`src/rtl/tetris_input_sched.sv`:
```
// Button/gravity command scheduler feeding the tetris engine: edge detect, auto-repeat,
// fixed-priority arbitration and a one-cycle command pulse issued only while the engine waits.
package tetris_pkg;
  typedef enum logic [3:0] {
    NONE, INIT, GEN, WAIT, LEFT, RIGHT, ROTATE, ROTATE_REV,
    DOWN, DROP, HOLD, CLEAR, DCHECK, END
  } state_type;
endpackage

module tetris_input_sched
  import tetris_pkg::*;
#(
  parameter int unsigned GRAV_BASE = 50_000_000,
  parameter int unsigned GRAV_STEP = 4_500_000,
  parameter int unsigned DAS       = 10_000_000,
  parameter int unsigned ARR       = 3_000_000
) (
  input  logic        clk,
  input  logic        reset,
  input  logic        btn_left,
  input  logic        btn_right,
  input  logic        btn_rot,
  input  logic        btn_rot_rev,
  input  logic        btn_down,
  input  logic        btn_drop,
  input  logic        btn_hold,
  input  state_type   state,
  input  logic [15:0] score,
  output state_type   ctrl,
  output logic [3:0]  level
);

  typedef enum logic {ARMED, ISSUE} fsm_type;

  // Bit order doubles as priority order: bit 0 (HOLD) is served first.
  localparam int unsigned P_HOLD    = 0;
  localparam int unsigned P_DROP    = 1;
  localparam int unsigned P_ROT     = 2;
  localparam int unsigned P_ROT_REV = 3;
  localparam int unsigned P_LEFT    = 4;
  localparam int unsigned P_RIGHT   = 5;
  localparam int unsigned P_DOWN    = 6;
  localparam logic [31:0] DAS_RELOAD = 32'(DAS - ARR);

  logic [6:0]  btn_vec;
  logic [6:0]  prev_reg;
  logic [6:0]  press_edge;
  logic [2:0]  rpt_fire;
  logic [6:0]  set_vec;
  logic [6:0]  pend_reg;
  logic        grav_pend_reg;
  logic [31:0] grav_cnt_reg;
  logic [31:0] grav_inc;
  logic [31:0] grav_period;
  logic        grav_hit;
  logic [3:0]  level_reg;
  logic [3:0]  level_next;
  state_type   state_prev_reg;
  state_type   ctrl_reg;
  state_type   cmd_next;
  fsm_type     fsm_reg;
  logic        issue;
  logic        token;
  logic        down_issue;
  logic        in_idle;
  logic        gen_entry;
  logic [6:0]  grant_vec;
  logic        grant_grav;
  logic        unused_score_lo;

  assign btn_vec = {btn_down, btn_right, btn_left, btn_rot_rev, btn_rot, btn_drop, btn_hold};
  assign press_edge = btn_vec & ~prev_reg;
  assign set_vec = press_edge | {rpt_fire, 4'b0000};
  assign unused_score_lo = ^score[3:0];

  // Hold counters run only after a real press edge, so a button held through reset stays silent.
  // The reload value assumes DAS > ARR.
  genvar gi;
  generate
    for (gi = 0; gi < 3; gi++) begin : g_rpt
      logic [31:0] hold_cnt_reg;
      logic [31:0] hold_inc;
      logic        hold_run;
      assign hold_inc = hold_cnt_reg + 32'd1;
      assign hold_run = btn_vec[P_LEFT + gi] && (hold_cnt_reg != 32'd0 || press_edge[P_LEFT + gi]);
      assign rpt_fire[gi] = hold_run && (hold_inc == DAS);
      always_ff @(posedge clk) begin
        if (reset || !btn_vec[P_LEFT + gi]) begin
          hold_cnt_reg <= '0;
        end else if (hold_run) begin
          hold_cnt_reg <= rpt_fire[gi] ? DAS_RELOAD : hold_inc;
        end
      end
    end
  endgenerate

  assign level_next  = (score[15:8] != 8'h00) ? 4'd9 : score[7:4];
  assign grav_period = 32'(GRAV_BASE) - 32'(level_reg) * 32'(GRAV_STEP);
  assign in_idle     = (state == INIT) || (state == GEN) || (state == END);
  assign gen_entry   = (state == GEN) && (state_prev_reg != GEN);
  assign grav_inc    = grav_cnt_reg + 32'd1;
  assign grav_hit    = !in_idle && !down_issue && (grav_inc >= grav_period - 32'd1);
  assign down_issue  = issue && (cmd_next == DOWN);

  always_comb begin
    issue      = 1'b0;
    token      = 1'b0;
    grant_vec  = '0;
    grant_grav = 1'b0;
    cmd_next   = NONE;
    if (fsm_reg == ARMED) begin
      if ((state == INIT || state == END) && (|press_edge)) begin
        token    = 1'b1;
        issue    = 1'b1;
        cmd_next = DOWN;
      end else if (state == WAIT && ((|pend_reg) || grav_pend_reg)) begin
        issue = 1'b1;
        if (pend_reg[P_HOLD]) begin
          grant_vec[P_HOLD] = 1'b1;
          cmd_next = HOLD;
        end else if (pend_reg[P_DROP]) begin
          grant_vec[P_DROP] = 1'b1;
          cmd_next = DROP;
        end else if (pend_reg[P_ROT]) begin
          grant_vec[P_ROT] = 1'b1;
          cmd_next = ROTATE;
        end else if (pend_reg[P_ROT_REV]) begin
          grant_vec[P_ROT_REV] = 1'b1;
          cmd_next = ROTATE_REV;
        end else if (pend_reg[P_LEFT]) begin
          grant_vec[P_LEFT] = 1'b1;
          cmd_next = LEFT;
        end else if (pend_reg[P_RIGHT]) begin
          grant_vec[P_RIGHT] = 1'b1;
          cmd_next = RIGHT;
        end else if (pend_reg[P_DOWN]) begin
          grant_vec[P_DOWN] = 1'b1;
          cmd_next = DOWN;
        end else begin
          grant_grav = 1'b1;
          cmd_next = DOWN;
        end
      end
    end
  end

  always_ff @(posedge clk) begin
    if (reset) begin
      fsm_reg  <= ARMED;
      ctrl_reg <= NONE;
    end else begin
      case (fsm_reg)
        ARMED: begin
          ctrl_reg <= issue ? cmd_next : NONE;
          if (issue) fsm_reg <= ISSUE;
        end
        default: begin
          ctrl_reg <= NONE;
          fsm_reg  <= ARMED;
        end
      endcase
    end
  end

  // Any DOWN, button or gravity, retires both DOWN sources; a fresh set in the same cycle wins.
  always_ff @(posedge clk) begin
    if (reset) begin
      prev_reg       <= '1;
      pend_reg       <= '0;
      grav_pend_reg  <= 1'b0;
      grav_cnt_reg   <= '0;
      level_reg      <= '0;
      state_prev_reg <= NONE;
    end else begin
      prev_reg       <= btn_vec;
      level_reg      <= level_next;
      state_prev_reg <= state;
      if (token || gen_entry) begin
        pend_reg <= '0;
      end else begin
        pend_reg <= (pend_reg & ~(grant_vec | {grant_grav, 6'b000000})) | set_vec;
      end
      if (token) begin
        grav_pend_reg <= 1'b0;
      end else if (grav_hit) begin
        grav_pend_reg <= 1'b1;
      end else if (grant_grav || grant_vec[P_DOWN]) begin
        grav_pend_reg <= 1'b0;
      end
      if (in_idle || down_issue || grav_hit) begin
        grav_cnt_reg <= '0;
      end else begin
        grav_cnt_reg <= grav_inc;
      end
    end
  end

  assign ctrl  = ctrl_reg;
  assign level = level_reg;

endmodule

```
`config.mk`:
```
export PLATFORM = sky130hd
export DESIGN_NAME = tetris_input_sched
export DESIGN_NICKNAME = d
export VERILOG_FILES = /design/src/rtl/tetris_input_sched.sv
export SDC_FILE = /design/constraint.sdc
export NUM_CORES = 1
export LEC_CHECK = 0
export ABC_CLOCK_PERIOD_IN_PS = 15800
export CORE_ASPECT_RATIO = 1.2
export CORE_MARGIN = 3
export CORE_UTILIZATION = 54
export DETAILED_ROUTE_END_ITERATION = 12
export PLACE_DENSITY = 0.72
export SYNTH_ARGS = -nofsm -noshare
export SYNTH_HDL_FRONTEND = slang
export SYNTH_SLANG_ARGS = --single-unit
export TNS_END_PERCENT = 30
```
`constraint.sdc`:
```
create_clock -name clk -period 15.8 [get_ports clk]
set_input_delay 1.58 -clock clk [delete_from_list [all_inputs] [get_ports clk]]
set_output_delay 1.58 -clock clk [all_outputs]
set_load 0.01 [all_outputs]
```
**Run 1: placed standard cells**

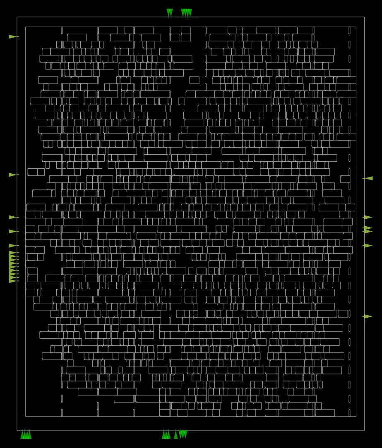
# rows: 55
Core ar.: 0.0190 mm^2
fillers: 1766
Flops: 156
Tap Cells: 256

**Run 1: pin map**

Pins as bars across the die edge, other pins in grey.
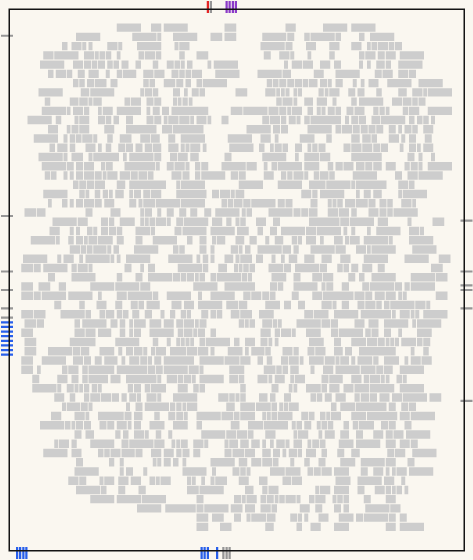
| colour | port | pins | direction | edge |
|---|---|---|---|---|
| purple | state | 4 | input | top |
| blue | score | 16 | input | 8 bottom, 8 left |
| red | btn_hold | 1 | input | top |
all pins by edge: 14 left, 11 bottom, 6 right, 6 top

==> metrics.cfg, run 1 <==
[run_status]
status = complete, no violations

[job]
warnings = 39

[power_and_ir_drop]
combPwrFrac_pct = 11.0
power.density_mw_per_mm2 = 83.3
finalPower_w = 0.000957
p_sw_w = 0.000251

[place]
dp_cells = 1550
place_ws_ps = 8780
dpl-instance-area_mm2 = 0.0109

[critical_path]
critPathLaunchType = register
critical_path_class = register to register
reg2reg_depth = 20

[worst_hold_path]
min-delay-start = grav_cnt_reg[0]
min_path_cells = 1

[sta]
maxSlewHeadroom_pct = 29.9
layout_setup_ws_ps = 8700
skew_ps = 7.45

[final_layout]
largest_reg_flops = 96
comb_cells = 1068
buffer_area_share_pct = 3.12
dominant_cells = multi-input combinational cells

[clocking]
htree_levels = 4
cts_sinks = 156

[detailed_routing]
drcViolationCount = 0
drtIter0Drc = 524

[synthesis]
edf_count = 0

**Run 1: metal 3**

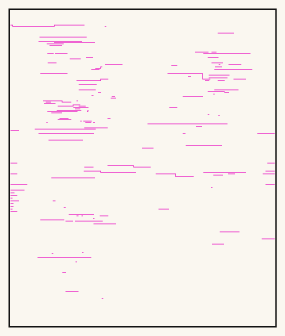
wire length on this layer: 947 um
nets with wire on the layer: 87
share of all routed wire: 3.8%
main direction: horizontal
longest straight run: 40.0 um

## Run 2: what changed since run 1
ABC_CLOCK_PERIOD_IN_PS = 7000   (was 15800)
clock period = 7 ns   (was 15.8 ns; I/O delays follow)
**Run 2: local utilization**

The die is cut into 13 by 16 equal tiles; white is low, dark blue is high, 0 to 100% covered.
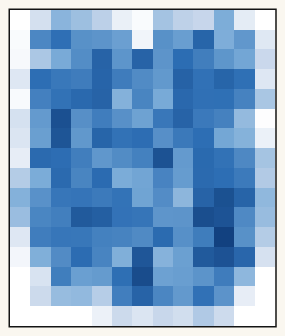
densest ninth of the die: middle
mean over tiles: 53%
tiles over 75% full: 19%
emptiest ninth of the die: bottom left
fp util: 55.4%
utilization after layout: 60.4%

==> run 2 against run 1 <==
Clock power rose by 110%. First-iteration DRC count rose by 19%. Routed wire length fell by 0.32%. Sequential cell count did not move. Sequential power rose by 130%. Largest cell class unchanged. Clock skew rose by 1.7 ps.
==> metrics.cfg, run 2 <==
[run_status]
status = complete, no violations  ; unchanged

[final_layout]
buffer_area_share_pct = 3.38  ; was 3.12%
comb_cells = 1068  ; unchanged
fillers = 1801  ; was 1766
dominant_cells = multi-input combinational cells  ; unchanged
largest_reg_flops = 96  ; unchanged

[critical_path]
critPathLaunchType = register  ; unchanged
critical_path_class = register to register  ; unchanged

[clocking]
htree_levels = 4  ; unchanged
cts_sinks = 156  ; unchanged

[power_and_ir_drop]
combPwrFrac_pct = 11.7  ; was 11.0%
power.density_mw_per_mm2 = 181  ; was 83.3 mW/mm^2
finalPower_w = 0.00208  ; was 0.000957 W
p_sw_w = 0.000561  ; was 0.000251 W

[die]
core_mm2 = 0.0190  ; unchanged
rows = 55  ; unchanged
taps = 256  ; unchanged

[place]
place_ws_ps = 812  ; was 8780 ps

[sta]
maxSlewHeadroom_pct = 31.3  ; was 29.9%
layout_setup_ws_ps = 739  ; was 8700 ps
skew_ps = 9.19  ; was 7.45 ps

[worst_hold_path]
min-delay-start = pend_reg[6]  ; was grav_cnt_reg[0]

[job]
warnings = 39  ; unchanged

[detailed_routing]
drcViolationCount = 0  ; unchanged
drtIter0Drc = 622  ; was 524

[synthesis]
edf_count = 0  ; unchanged

**Run 2: metal 3**

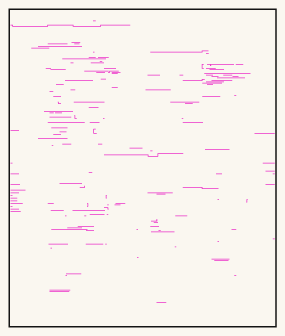
main direction: horizontal
wire length on this layer: 922 um
share of all routed wire: 3.7%
longest straight run: 26.0 um

Power and IR drop assume default switching activity.
